congestion_map.png
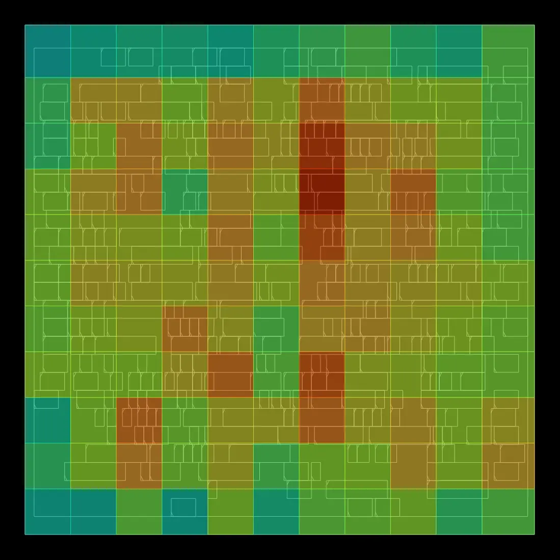
gates.png
(4 px per um)
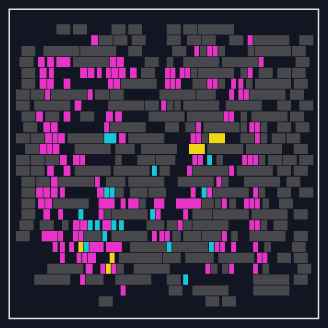
closeup.png
Window x 26 to 51, y 11 to 36 um. Cells in grey, sequential cells in the stronger grey; small squares are vias.
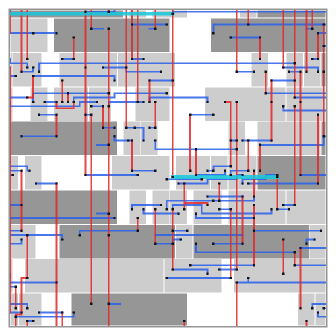
ff_map.png
(4 px per um) Other sequential cells in the stronger grey, the rest of the logic in the fainter grey.
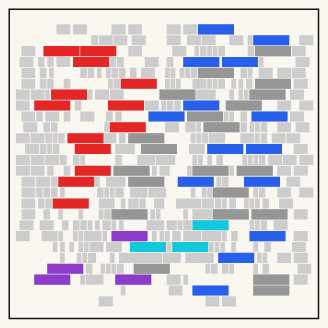
Design prog_fetch_arb, sky130hd; sources not shown.
==> ci_impl_report.md <==
## Implementation flow summary

| Metric | Value |
|---|---|
| Placed Area | `0.003425 mm2` |
| Dominant register cell | `dfrtp_1` |
| Clock Power Share | `around 14%` |
| First-pass GRT wire length | `~9500 um` |
| Largest net degree at the start of global routing | `30` |
| # port buffers | `just under 90` |
| Area delta synth->final | `40.22%` |
| CTS H-tree lvls | `2` |
| N_taps | `around 70` |
| Vias in the first global route | `slightly above 2000` |
| Status | `completed` |
| FFs w/ async S/R, synth | `100.0%` |
| Clock-cell share | `3.320%` |
| Internal power | `3.276 mW` |
| Switch Pwr | `between 2 and 2.5 mW` |
| Clock sinks | `55` |
| IO Count | `roughly 89` |
| Met3 global-route usage | `3.690%` |
| Final Hold Fails | `0` |
| CP Class | `reg -> reg` |
| Top cells by area | `dfrtp_1, nand2_1, nand3_1` |
| Comb gates | `around 190` |
-- congestion_map.png (at the start) --
fin util: 67.21%
gr busiest metal: met2
Tot GR Track Use: 20.34%
M2 GR Usage: 32.23%
WL/cell: 13.06 um

-- gates.png (at the start) --
family	colour	cells
nand cells	magenta	142
nor cells	yellow	5
inv cells	cyan	17
most frequent logic cell in the layout: nand2_1
Comb/total area: 27.55%

-- closeup.png (at the start) --
layer	colour
M1	blue
M2	red
M3	cyan
sequential cells in the window	8
cells with their middle in the window	43
most frequent	nand2_1 (10), dfrtp_1 (8), ha_1 (5)

-- ff_map.png (at the start) --
netlist name	colour	flops
cpu_dat_o	blue	14
prog_adr_o	red	13
wait_q	cyan	3
run_cnt_q	purple	4
not coloured	21
Flop area: 0.001376 mm2
Seq group: 1.92 mW
Seq area share: 38.86%

No activity file was given, so power comes from the tool's default toggle rates.
